Fig. 1: run 1, gate families picked out
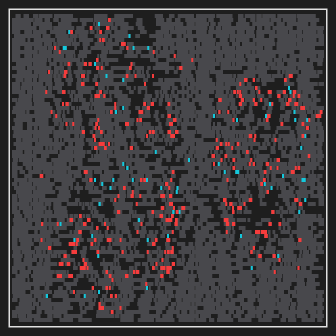
Fig. 2: run 1, sub-block map
The bar under the picture is 50 µm long. Other cells in gray.
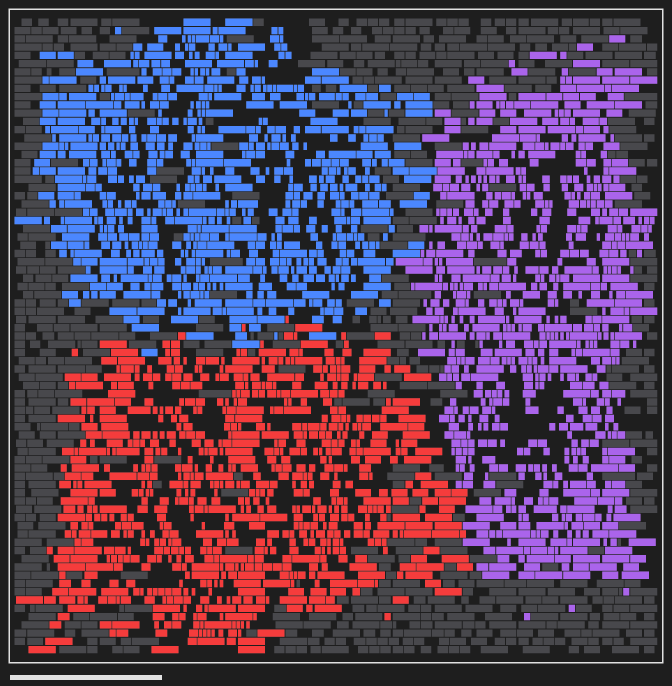
Fig. 3: run 1, PDN straps and rails
Pins as bars on the die edge.
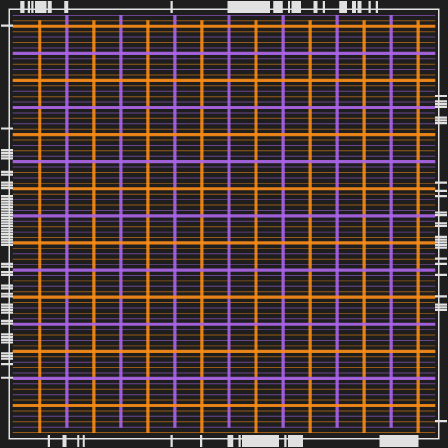
Fig. 4: run 1, the clock network
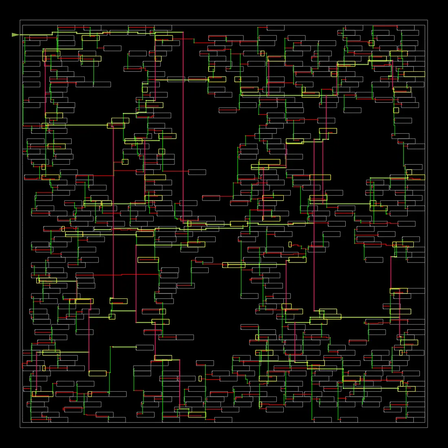
$ cat src/rtl/rgb_pwm_gen.sv
// Three-channel PWM generator. Counts are loaded into a shadow set, and each channel
// adopts the shadow set only at its own period boundary.
module rgb_pwm_ch #(
  parameter int DW = 32
) (
  input  logic          clk,
  input  logic          rst_n,
  input  logic          enable,
  input  logic          pending,
  input  logic [DW-1:0] sh_high,
  input  logic [DW-1:0] sh_low,
  output logic          pwm,
  output logic          pstart,
  output logic          adopt
);
  typedef enum logic [1:0] {IDLE = 2'd0, HIGH = 2'd1, LOW = 2'd2} state_t;

  state_t        state, state_d;
  logic [DW-1:0] cnt, cnt_d;
  logic [DW-1:0] act_high, act_low, act_high_d, act_low_d;
  logic [DW-1:0] new_high, new_low;
  logic          last_high, last_low, start;

  // HIGH/LOW are entered only with a nonzero active count, so the -1 never wraps in use
  assign last_high = (cnt == act_high - DW'(1));
  assign last_low  = (cnt == act_low  - DW'(1));
  assign new_high  = pending ? sh_high : act_high;
  assign new_low   = pending ? sh_low  : act_low;

  always_comb begin
    start = 1'b0;
    if (enable) begin
      case (state)
        IDLE:    start = 1'b1;
        HIGH:    start = last_high && (act_low == '0);
        LOW:     start = last_low;
        default: start = 1'b0;
      endcase
    end
  end

  always_ff @(posedge clk or negedge rst_n) begin
    if (!rst_n) begin
      state    <= IDLE;
      cnt      <= '0;
      act_high <= '0;
      act_low  <= '0;
      pwm      <= 1'b0;
      pstart   <= 1'b0;
    end else begin
      state    <= state_d;
      cnt      <= cnt_d;
      act_high <= act_high_d;
      act_low  <= act_low_d;
      pwm      <= (state_d == HIGH);
      pstart   <= start;
    end
  end

  always_comb begin
    state_d = state;
    if (!enable)
      state_d = IDLE;
    else if (start)
      state_d = (new_high != '0) ? HIGH : ((new_low != '0) ? LOW : IDLE);
    else if (state == HIGH && last_high)
      state_d = LOW;
  end

  always_comb begin
    adopt      = start && pending;
    act_high_d = start ? new_high : act_high;
    act_low_d  = start ? new_low  : act_low;
    if (!enable || start || (state == HIGH && last_high))
      cnt_d = '0;
    else
      cnt_d = cnt + DW'(1);
  end
endmodule

module rgb_pwm_gen #(
  parameter int DW = 32
) (
  input  logic          clk,
  input  logic          rst_n,
  input  logic          enable,
  input  logic          load,
  input  logic [DW-1:0] red_high_count,
  input  logic [DW-1:0] red_low_count,
  input  logic [DW-1:0] green_high_count,
  input  logic [DW-1:0] green_low_count,
  input  logic [DW-1:0] blue_high_count,
  input  logic [DW-1:0] blue_low_count,
  output logic          red,
  output logic          green,
  output logic          blue,
  output logic [2:0]    period_start,
  output logic          upd_pending
);
  localparam int NUM_CH = 3;

  logic [NUM_CH-1:0][DW-1:0] in_high, in_low, sh_high, sh_low;
  logic [NUM_CH-1:0]         pending, adopt, pwm;

  assign in_high = {blue_high_count, green_high_count, red_high_count};
  assign in_low  = {blue_low_count,  green_low_count,  red_low_count};

  // A load coinciding with an adopt wins, so the new values wait for the next boundary
  always_ff @(posedge clk or negedge rst_n) begin
    if (!rst_n) begin
      sh_high <= '0;
      sh_low  <= '0;
      pending <= '0;
    end else if (load) begin
      sh_high <= in_high;
      sh_low  <= in_low;
      pending <= '1;
    end else begin
      pending <= pending & ~adopt;
    end
  end

  for (genvar i = 0; i < NUM_CH; i++) begin : g_ch
    rgb_pwm_ch #(.DW(DW)) u_ch (
      .clk     (clk),
      .rst_n   (rst_n),
      .enable  (enable),
      .pending (pending[i]),
      .sh_high (sh_high[i]),
      .sh_low  (sh_low[i]),
      .pwm     (pwm[i]),
      .pstart  (period_start[i]),
      .adopt   (adopt[i])
    );
  end

  assign red         = pwm[0];
  assign green       = pwm[1];
  assign blue        = pwm[2];
  assign upd_pending = |pending;
endmodule

$ cat config.mk
export PLATFORM = sky130hd
export DESIGN_NAME = rgb_pwm_gen
export DESIGN_NICKNAME = d
export VERILOG_FILES = /design/src/rtl/rgb_pwm_gen.sv
export SDC_FILE = /design/constraint.sdc
export NUM_CORES = 1
export LEC_CHECK = 0
export ABC_AREA = 0
export CAP_MARGIN = 20
export CORE_UTILIZATION = 65
export DETAILED_ROUTE_END_ITERATION = 10
export PLACE_DENSITY = 0.85
export SYNTH_ARGS = -nofsm -noshare
export SYNTH_HDL_FRONTEND = slang
export SYNTH_HIERARCHICAL = 1
export SYNTH_SLANG_ARGS = --single-unit
export TNS_END_PERCENT = 30
$ cat constraint.sdc
create_clock -name clk -period 7 [get_ports clk]
set_input_delay 1.4 -clock clk [delete_from_list [all_inputs] [get_ports clk]]
set_output_delay 1.4 -clock clk [all_outputs]
set_load 0.02 [all_outputs]
==> ci_impl_report.md, run 1 <==
### Flow metrics

| Metric | Value |
|---|---|
| Status | `finished, final reports clean` |
| First-pass GRT wire length | `127 mm` |
| Final GP Congestion | `0.961` |
| Fin cells | `3452` |
| Sw Share | `35.3%` |
| Combinational power share | `28.4%` |
| TritonCTS Sinks | `a little under 500` |
| Sequential share of the synthesized area | `42.1%` |
| Initial antenna violation count | `0` |
| Leak Pwr | `13.5 nW` |
| DRC | `0` |
| Critical path data required time | `7480 ps` |
| Synthesized instance count | `2716` |
| Async SR Flop Fraction | `100%` |
| Fill count | `2992` |
| Worst skew pair latency | `about 610 ps` |
| N_diodes | `0` |
| Fin. Hold Viols | `0` |
| Routed WL per cell | `22.8 µm` |
| I/O pin count | `203` |
| Routed via count | `roughly 22000` |
| Sum Neg Setup Slack | `0 ps` |
| RSZ-0062 raised after global routing | `no` |
| Clock buffer depth | `3` |
| Die width | `~210 µm` |
| Pwr Total | `10.5 mW` |
| Top cells excl fill/tap | `495 x dfrtp_1, 290 x mux2_4, 246 x nor2_1` |
| Clk Tree Root Cell | `clkbuf_16` |
| Drt via density | `6.41` |
| Achievable Freq | `roughly 200 MHz` |
| FP Core Util | `66.3%` |
| Crit start category | `flip-flop` |
| P per Cell Area | `317 mW/mm²` |
| Critical path endpoint category | `flip-flop` |
| Vias in the first global route | `between 20000 and 25000` |
| Worst-path maximum fanout | `35` |
| Power share of the sequential group | `a little over two fifths` |
| Registers, synthesis | `495` |
| Worst Tran Pin Value | `approximately 1100 ps` |
| Worst Path Arrival | `5380 ps` |
| Syn_nets | `2921` |
| Mapped Avg Cell Area | `between 10 and 15 µm²` |
| Cts-stage hold buffer count | `0` |
| Crit Path Category | `flip-flop to flip-flop` |
| Placed Area | `0.0314 mm²` |
| Max Cap Viol | `0` |
| Minimum clock period | `slightly below 5000 ps` |
| Distinct lib cells | `90` |
| Post-synth EDFFs | `0` |
| P&R area growth vs syn | `13.0%` |
| Psw | `3.72 mW` |
| Post-layout period usage | `69.9%` |
| DP HPWL | `56.8 mm` |
| Placed Cells | `3353` |
| Ys cells | `2716` |
| Worst Hold Class | `flip-flop to flip-flop` |
| Final nets | `3022` |
| Number of H-tree levels | `2` |
| Setup-failing EPs final | `0` |
| Final core utilization | `74.9%` |
| Synth Cell Area | `0.0295 mm²` |
| Final wirelength | `78.7 mm` |
| Core ar. | `0.0444 mm²` |
| Layout cells sized above 1 | `18.4%` |
| Die Footprint | `0.0462 mm²` |
| Post-CTS sizing | `0` |
| VDD IR-drop max | `237 µV` |
| Int Power | `6.83 mW` |
| Pins over their slew limit | `0` |
| Worst Skew | `about 22 ps` |
| TritonRoute pass-1 iters | `7` |
| Global Route Usage Sum | `34.4%` |
| Headroom to the max-slew limit | `26.4%` |
| Number of port buffers | `202` |
| Row count | `77` |
| Antenna Nets Post-Route | `0` |
| CTS tree | `built` |
| Post-CTS Setup Inserts | `0` |
| Clock network power share | `28.1%` |
| Die Span Y | `215 µm` |
| YS warnings | `6` |
| Starting DRC count in detailed routing | `1981` |
| Tool warnings | `32` |
| Dominant logic cell type in the layout | `dfrtp_1` |
Notes on Fig. 1 above:
red -> nand cells  # cells 289, most used nand2_1, where widely spread
cyan -> inv cells  # cells 64, most used inv_1, where widely spread

Notes on Fig. 2 above:
purple -> g_ch[1].u_ch  # cells 727
red -> g_ch[2].u_ch  # cells 728
blue -> g_ch[0].u_ch  # cells 699
not colored = 706

Notes on Fig. 3 above:
orange -> VSS
purple -> VDD
met1 rails = 78
rows = 77
met5 straps = 15
met4 straps = 15

Notes on Fig. 4 above:
number of CTS-inserted buffers: 53
flop count: 495
Clock Power: 2.97 mW

-- run 1: power by group through the flow --
| stage | sequential, mW | combinational [mW] | clock [mW] |
|---|---|---|---|
| after CTS | 4.55 | 2.98 | 3.01 |
| after global placement | 4.56 | 2.86 | 0 |
| after floorplan | 3.97 | 2.65 | 0 |
| after global routing | 4.67 | 3.25 | 3.12 |
| final | 4.59 | 2.99 | 2.97 |
| after detailed placement | 4.58 | 2.95 | 0 |
-- run 1: routing by layer --
metal | track usage (%) | share of wire, % | up-vias
li1 | - | - | 10000
met4 | 14.1 | 3.8 | 0
met3 | 3.96 | 5.4 | 187
met2 | 58.1 | 49 | 824
met5 | 0 | 0 | -
met1 | 45.3 | 42 | 11100
-- run 1: synthesized netlist by cell type (23+ instances only) --
library cell / count / area [µm²]
o21ai_0: 37 / 185
mux2_4: 290 / 4350
inv_1: 62 / 233
dfrtp_1: 495 / 12400
mux2_1: 34 / 383
xor2_1: 142 / 1240
xnor2_1: 180 / 1580
nor2_1: 246 / 923
clkbuf_1: 102 / 383
nand4_1: 64 / 400
or4_1: 39 / 293
or3_1: 37 / 231
and3_1: 26 / 163
a21oi_1: 68 / 340
nand2_1: 109 / 409
mux2_2: 68 / 766
nand3_1: 75 / 375
buf_2: 23 / 115
buf_6: 35 / 394
nor4_1: 132 / 826
nor3_1: 90 / 450
-- run 1: kinds of logic after synthesis --
group	Yosys count	share of synthesized area [%]
compound gates	262	6.08
xor+xnor	322	9.57
buf+inv	240	4.28
flops	495	42.1
mux	405	19.1
simple gates	983	18.5
fa+ha+maj	9	0.382
-- run 1: final timing paths --
path	startpoint	end	slack, ps	depth (start not counted)
worst max-delay path	g_ch[0].u_ch/act_high[0]	g_ch[0].u_ch/act_low[31]	2110	12
worst min-delay path	sh_high[92]	g_ch[2].u_ch/act_high[28]	530	1
worst max register to register	g_ch[0].u_ch/act_high[0]	g_ch[0].u_ch/act_low[31]	2110	12
worst min register to register	sh_high[92]	g_ch[2].u_ch/act_high[28]	530	1
max in group asynchronous	rst_n	sh_low[22]	4700	2
min in group asynchronous	rst_n	sh_high[54]	870	1
-- run 1: worst max-delay path, stage by stage (launching register included) --
cell,delay (ps)
dfrtp_1,480
inv_1,100
ha_1,230
or4b_1,640
nor4_1,710
xnor2_1,220
o211ai_1,120
or4b_2,620
nor4b_1,290
nand4b_1,220
a21boi_4,200
buf_4,520
mux2_2,410
-- run 1: state kept, by name (all words and copies together) (netlist names) --
name and flops:
pending 3, g_ch.u_ch/act_low 96, g_ch.u_ch/cnt 96, sh_high 96, g_ch.u_ch/act_high 96, sh_low 96
g_ch.u_ch/pstart 3, g_ch.u_ch/state 6, g_ch.u_ch/pwm 3
-- run 1: metrics by stage --
stage                     hold WS [ps]  setup slack, ps
final                              530             2110
after CTS                          532             2090
after global routing               550             1740
after detailed placement           515             2110
after global placement             499             2190
after floorplan                    477             2880
-- run 1: final cells by class --
class	count	area [µm²]	area share (%)
sequential	495	12400	37.2
clock buffer	66	1440	4.32
clock inverter	32	412	1.24
tap	592	741	2.23
multi-input combinational	1981	15800	47.6
inverter	64	240	0.722
timing repair buffer	222	2210	6.66
Fig. 5: run 1, M1 wires
Supply wires on this layer in gray.
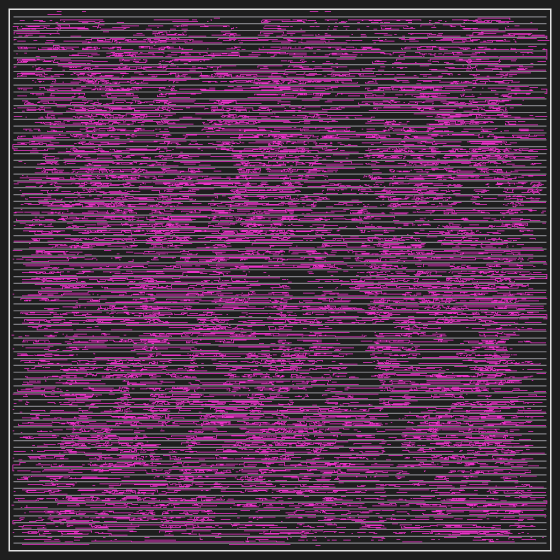

==> inputs of run 2 (changes only) <==
--- a/config.mk
+++ b/config.mk
@@ -7,9 +7,9 @@
 export LEC_CHECK = 0
 export ABC_AREA = 0
 export CAP_MARGIN = 20
-export CORE_UTILIZATION = 65
+export CORE_UTILIZATION = 60
 export DETAILED_ROUTE_END_ITERATION = 10
-export PLACE_DENSITY = 0.85
+export PLACE_DENSITY = 0.79
 export SYNTH_ARGS = -nofsm -noshare
 export SYNTH_HDL_FRONTEND = slang
 export SYNTH_HIERARCHICAL = 1
==> constraint.sdc (replaced) <==
create_clock -name clk -period 4.9 [get_ports clk]
set_input_delay 0.98 -clock clk [delete_from_list [all_inputs] [get_ports clk]]
set_output_delay 0.98 -clock clk [all_outputs]
set_load 0.02 [all_outputs]
Fig. 6: run 2, M1 wires
Supply wires on this layer in gray.
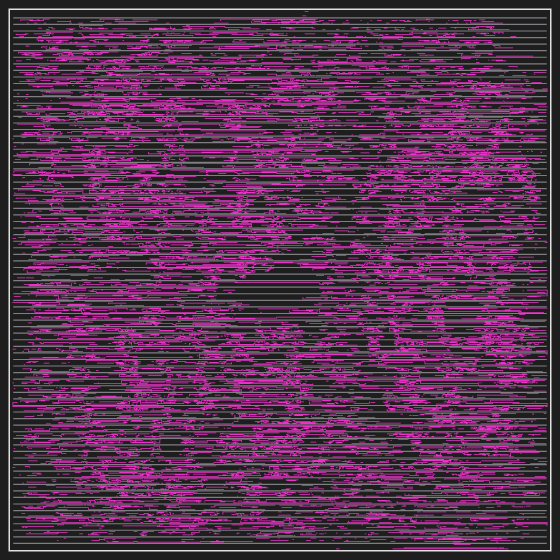
wire length on this layer = 33.8 mm
nets with wire on the layer = 2836
share of all routed wire = 44%

Fig. 7: run 2, sub-block map
The bar under the picture is 50 µm long. Other cells in gray.
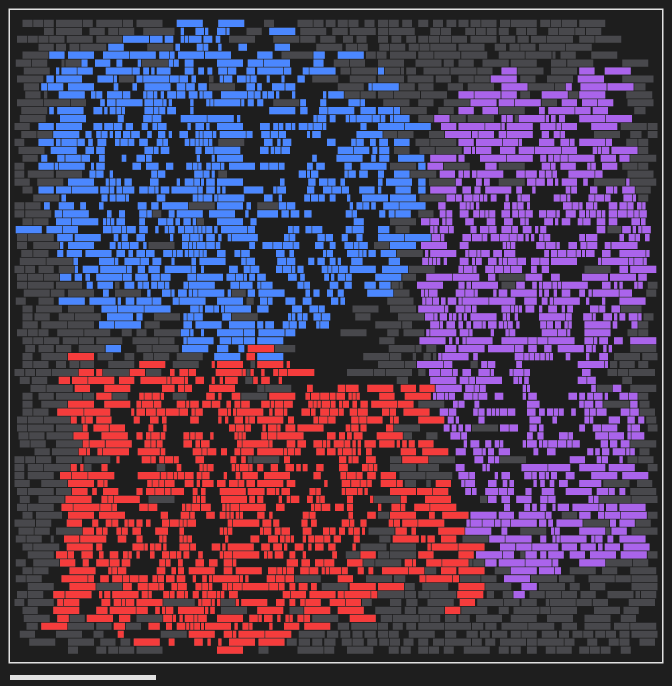
red -> g_ch[2].u_ch  # cells 731
blue -> g_ch[0].u_ch  # cells 708
purple -> g_ch[1].u_ch  # cells 733

==> ci_impl_report.md, run 2 <==
### Flow metrics

| Metric | Value |
|---|---|
| Status | `finished, final reports clean` |
| Main area contributors | `dfrtp_1 42%, mux2_4 15%, xnor2_1 5.4%, xor2_1 4.2%, nor2_1 3.1%` |
| VDD IR-drop max | `317 µV` |
| Routed WL per cell | `~22 µm` |
| Post-synth top cells | `495 x dfrtp_1, 290 x mux2_4, 246 x nor2_1, 180 x xnor2_1, 142 x xor2_1` |
| N_diodes | `0` |
| Final core utilization | `69.7%` |
| Worst Hold Class | `primary input to asynchronous set/reset pin` |
| Reg2Reg Depth | `10` |
| Row count | `80` |
| Synth top cell by count | `dfrtp_1` |
| Setup slack after layout | `371 ps` |
| Fin cells | `3492` |
| Routed met2 length | `37.7 mm` |
| Top Metal Used | `met5` |
| Fill count | `3491` |
| Worst-path maximum fanout | `38` |
| Dominant logic cell type in the layout | `dfrtp_1` |
| CP max-delay cell | `or4_1` |
| DP HPWL | `57.2 mm` |
| Syn_nets | `2921` |
| Clock buffer depth | `3` |
| Pre-CTS setup slack | `about 400 ps` |
| Crit start category | `flip-flop` |
| Cts-stage hold buffer count | `0` |
| R2R Setup Slk | `370 ps` |
| RSZ-0062 raised after global routing | `no` |
| Gate Area | `0.0158 mm²` |
| Pins over their slew limit | `0` |
| Number of port buffers | `202` |
| Clk Tree Root Cell | `clkbuf_16` |
| Worst skew pair latency | `600 ps` |
| Ys cells | `between 2000 and 3000` |
| Global Route Usage Sum | `about a third` |
| Die width | `224 µm` |
| Setup-failing EPs final | `0` |
| First-pass GRT wire length | `about 120 mm` |
| Antenna Nets Post-Route | `0` |
| Met3 routed WL | `approximately 3.5 mm` |
| Headroom to the max-slew limit | `40.4%` |
| CTS tree | `built` |
| I/O pin count | `203` |
| Top cells excl fill/tap | `495 x dfrtp_1, 290 x mux2_4, 246 x nor2_1` |
| Crit path top cell by count | `or4_1` |
| WP depth | `10` |
| Distinct lib cells | `about 90` |
| Worst Path Arrival | `5010 ps` |
| Layout cells sized above 1 | `18.9%` |
| Critical path endpoint category | `flip-flop` |
| Fin. Hold Viols | `0` |
| Initial antenna violation count | `1` |
| Die Span Y | `224 µm` |
| Sum of routed wire segments on met1 | `33.8 mm` |
| Placed Cells | `3393` |
| Final nets | `3039` |
| TritonRoute pass-1 iters | `5` |
| Critical path data required time | `between 5000 and 6000 ps` |
| Synth Cell Area | `0.0295 mm²` |
| CP peak stage delay | `between 600 and 700 ps` |
| Starting DRC count in detailed routing | `1481` |
| Final GP Congestion | `0.935` |
| Post-layout period usage | `92.4%` |
| Tool warnings | `30` |
| Vias in the first global route | `around 22000` |
| Registers, synthesis | `495` |
| Max-area cell share | `about 42%` |
| Critical path, cell by cell | `or4_1, or4_1, nor4_1, xnor2_1, or4b_2, nor4b_1, nand4b_1, a21boi_4, buf_12, mux2_2` |
Fig. 8: run 2, the clock network
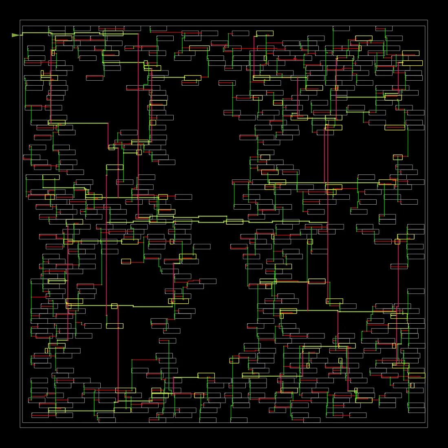
Worst Skew: 13.7 ps
number of CTS-inserted buffers: 52
Clock Power: 4.17 mW
TritonCTS Sinks: 495

run 2: cell counts after synthesis:
No cell type changed its count.
run 2: cell type report:
type,instances,share of cell area [%]
repair buffers,240,7.26
flip-flops and latches,495,37.0
multi-input cells,1981,47.3
well taps,615,2.30
clock buffers,75,4.60
inverters,64,0.717
clock inverters,22,0.852
run 2: cells by family (layout without fill, tap and decap cells):
kind of cell	count (synthesis)	count (layout)	synth area share, %
xor gates and xnor gates	322	322	9.57
buffers and inverters	240	401	4.28
and+or+nand+nor	983	983	18.5
muxes	405	405	19.1
AOI/OAI and AO/OA	262	262	6.08
adders and majority gates	9	9	0.382
DFF	495	495	42.1
run 2: where the power goes:
part	internal, mW	switching [mW]
combinational	2.40	1.95
clock	2.50	1.67
sequential	4.89	1.62
total	9.79	5.24
run 2: final timing paths:
check | from | endpoint
setup / recovery | g_ch[0].u_ch/act_high[11] | g_ch[0].u_ch/act_low[31]
hold / removal | rst_n | sh_high[34]
setup reg to reg | g_ch[0].u_ch/act_high[11] | g_ch[0].u_ch/act_low[31]
hold reg to reg | sh_high[95] | g_ch[2].u_ch/act_high[31]
max in group asynchronous | rst_n | sh_low[9]
min in group clk | sh_high[95] | g_ch[2].u_ch/act_high[31]
run 2: metrics by stage:
step           total power [mW]  hold slack [ps]
3_3_place_gp               10.7              494
2_1_floorplan              9.46              477
4_1_cts                    15.1              481
6_report                   15.0              445
3_5_place_dp               10.8              511
5_1_grt                    15.8              504
run 2: worst reg2reg max path, delay by kind of cell (launching register included):
family / cells / cell delay (ps)
flops: 1 / 460
mux: 1 / 430
buf+inv: 1 / 270
simple gates: 6 / 2780
xor+xnor: 1 / 190
compound gates: 1 / 280
run 2: layer usage:
metal	vias up	GRT usage [%]
met5	-	0
met4	2	11.5
met3	155	3.46
met2	669	53.2
met1	11000	41.9
li1	10100	-
Fig. 9: run 2, gate families picked out
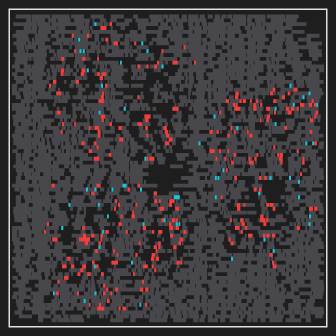

==> inputs of run 3 (changes only) <==
--- a/config.mk
+++ b/config.mk
@@ -9,7 +9,8 @@
 export CAP_MARGIN = 20
 export CORE_UTILIZATION = 60
 export DETAILED_ROUTE_END_ITERATION = 10
-export PLACE_DENSITY = 0.79
+export HOLD_SLACK_MARGIN = 0.02
+export PLACE_DENSITY = 0.82
 export SYNTH_ARGS = -nofsm -noshare
 export SYNTH_HDL_FRONTEND = slang
 export SYNTH_HIERARCHICAL = 1
Fig. 10: run 3, gate families picked out
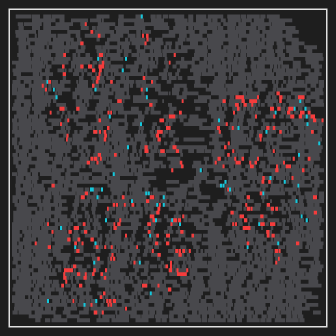
red -> nand cells  # cells 289, most used nand2_1
cyan -> inv cells  # cells 64, most used inv_1

Fig. 11: run 3, the clock network
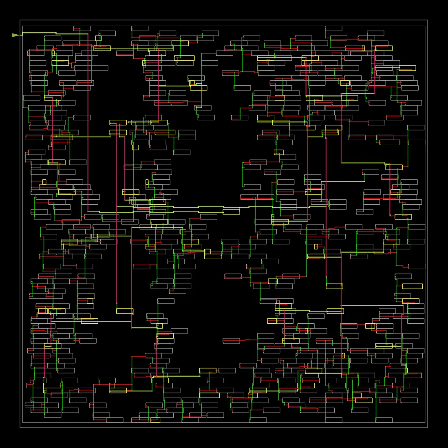
Clock Power: 4.30 mW
Worst Skew: 16.8 ps
CLK BUF: 80
worst skew pair latency: 600 ps

Fig. 12: run 3, PDN straps and rails
Pins as bars on the die edge.
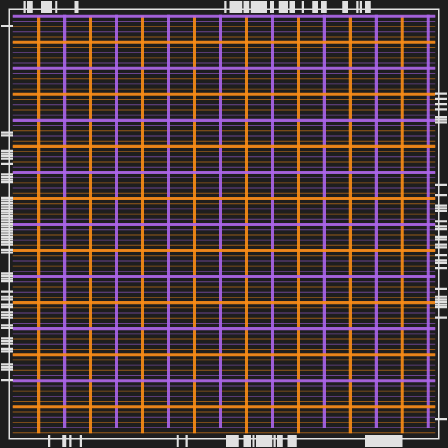
purple -> VDD
orange -> VSS
rows = 80
met5 straps = 16
met1 rails = 81
met4 straps = 16
signal pins = 203

==> ci_impl_report.md, run 3 <==
### Flow metrics

| Metric | Value |
|---|---|
| Status | `finished, final reports clean` |
| Die Span Y | `224 µm` |
| Async SR Flop Fraction | `100%` |
| Worst Tran Pin Value | `1090 ps` |
| Crit Path Category | `flip-flop to flip-flop` |
| Critical path data required time | `5380 ps` |
| Top cells excl fill/tap | `495 x dfrtp_1, 290 x mux2_4, 246 x nor2_1` |
| Post-layout period usage | `91.2%` |
| Mapped Avg Cell Area | `about 11 µm²` |
| Worst-path maximum fanout | `between 40 and 50` |
| TritonCTS Sinks | `495` |
| Synth top cell by count | `dfrtp_1` |
| Fin cells | `3498` |
| Worst Path Arrival | `4950 ps` |
| P per Cell Area | `about 450 mW/mm²` |
| Minimum clock period | `4470 ps` |
| Routed WL per cell | `22.8 µm` |
| Number of port buffers | `202` |
| Leak Pwr | `13.7 nW` |
| Final core utilization | `69.9%` |
| TritonRoute pass-1 iters | `8` |
| Initial antenna violation count | `2` |
| Main area contributors | `dfrtp_1 42%, mux2_4 15%, xnor2_1 5.4%, xor2_1 4.2%, nor2_1 3.1%` |
| Headroom to the max-slew limit | `27.6%` |
| Cts-stage hold buffer count | `0` |
| Vias in the first global route | `22500` |
| Routed via count | `22200` |
| Syn_nets | `between 2000 and 3000` |
| Post-synth EDFFs | `0` |
| Ys cells | `2716` |
| Hold Worst Slack | `477 ps` |
| Crit start category | `flip-flop` |
| P&R area growth vs syn | `14.1%` |
| Antenna Nets Post-Route | `0` |
| N_diodes | `0` |
| DP HPWL | `58.1 mm` |
| Final wirelength | `79.8 mm` |
| Pre-CTS setup slack | `464 ps` |
| I/O pin count | `203` |
| Final GP Congestion | `0.940` |
| Max-area cell share | `a little over two fifths` |
| Tool warnings | `30` |
| Pwr Total | `15.2 mW` |
| RSZ-0062 raised after global routing | `no` |
| Core ar. | `approximately 0.048 mm²` |
| VDD IR-drop max | `295 µV` |
| Synth area leader | `dfrtp_1` |
| Row count | `80` |
| Registers, synthesis | `between 400 and 500` |
| Int Power | `9.89 mW` |
| R2R Setup Slk | `approximately 430 ps` |
| Synth Cell Area | `0.0295 mm²` |
| Global Route Usage Sum | `32.3%` |
| First-pass GRT wire length | `127 mm` |
| Dominant logic cell type in the layout | `dfrtp_1` |
| Post-CTS Setup Inserts | `0` |
| Combinational power share | `29.1%` |
| Drt via density | `6.36` |
| Clock buffer depth | `3` |
| Sum Neg Setup Slack | `0 ps` |
| Clock network power share | `~28%` |
| Number of H-tree levels | `2` |
| CTS tree | `built` |
## run 3: layout make-up
type,count,area (µm²)
flip-flops and latches,495,12400
repair buffers,244,2470
fillers,3481,14400
clock inverters,19,254
clock buffers,80,1640
well taps,615,769
multi-input cells,1981,15800
inverters,64,240
## run 3: power by group through the flow
| stage | combinational, mW | clock [mW] | sequential [mW] |
|---|---|---|---|
| finish | 4.43 | 4.30 | 6.51 |
| detailed placement | 4.36 | 0 | 6.51 |
| floorplan | 3.79 | 0 | 5.66 |
| global placement | 4.23 | 0 | 6.47 |
| CTS | 4.41 | 4.35 | 6.46 |
| global route | 4.80 | 4.51 | 6.64 |
## run 3: path summary, 6_finish.rpt
path                                               start                       end  cells past startpoint
worst max-delay path            g_ch[0].u_ch/act_high[1]  g_ch[0].u_ch/act_low[31]                     13
worst min-delay path                               rst_n               sh_high[38]                      1
max in group asynchronous                          rst_n   g_ch[0].u_ch/act_low[8]                      2
min in group clk                              sh_low[95]  g_ch[2].u_ch/act_low[31]                      1
worst max register to register  g_ch[0].u_ch/act_high[1]  g_ch[0].u_ch/act_low[31]                     13
worst min register to register                sh_low[95]  g_ch[2].u_ch/act_low[31]                      1
## run 3: cells by family after synthesis
family	after synthesis	synth area share [%]
adder cells (fa/ha/maj)	9	0.382
AND/OR/NAND/NOR	983	18.5
flip-flops	495	42.1
buffers and inverters	240	4.28
AND-OR/OR-AND	262	6.08
multiplexers	405	19.1
XOR/XNOR	322	9.57
## run 3: worst max-delay path, cell delays in order (launching register included)
cell      delay [ps]
dfrtp_1          440
inv_1            120
ha_1             230
or4b_1           670
nor4_1           330
buf_4            180
xnor2_1          140
o211ai_1         110
or4b_2           610
nor4b_1          290
nand4b_1         230
a21boi_4         240
buf_12           310
mux2_2           380
## run 3: metal layers
layer,wire length (µm),share of wire [%],global-route usage (%),vias to the layer above
met5,26,0.033,0,-
met4,2680,3.4,11.6,4
met3,4140,5.2,3.92,180
met2,39200,49,54.5,812
met1,33700,42,43.0,11200
li1,-,-,-,10100
Power is estimated from default activity; no workload was simulated.
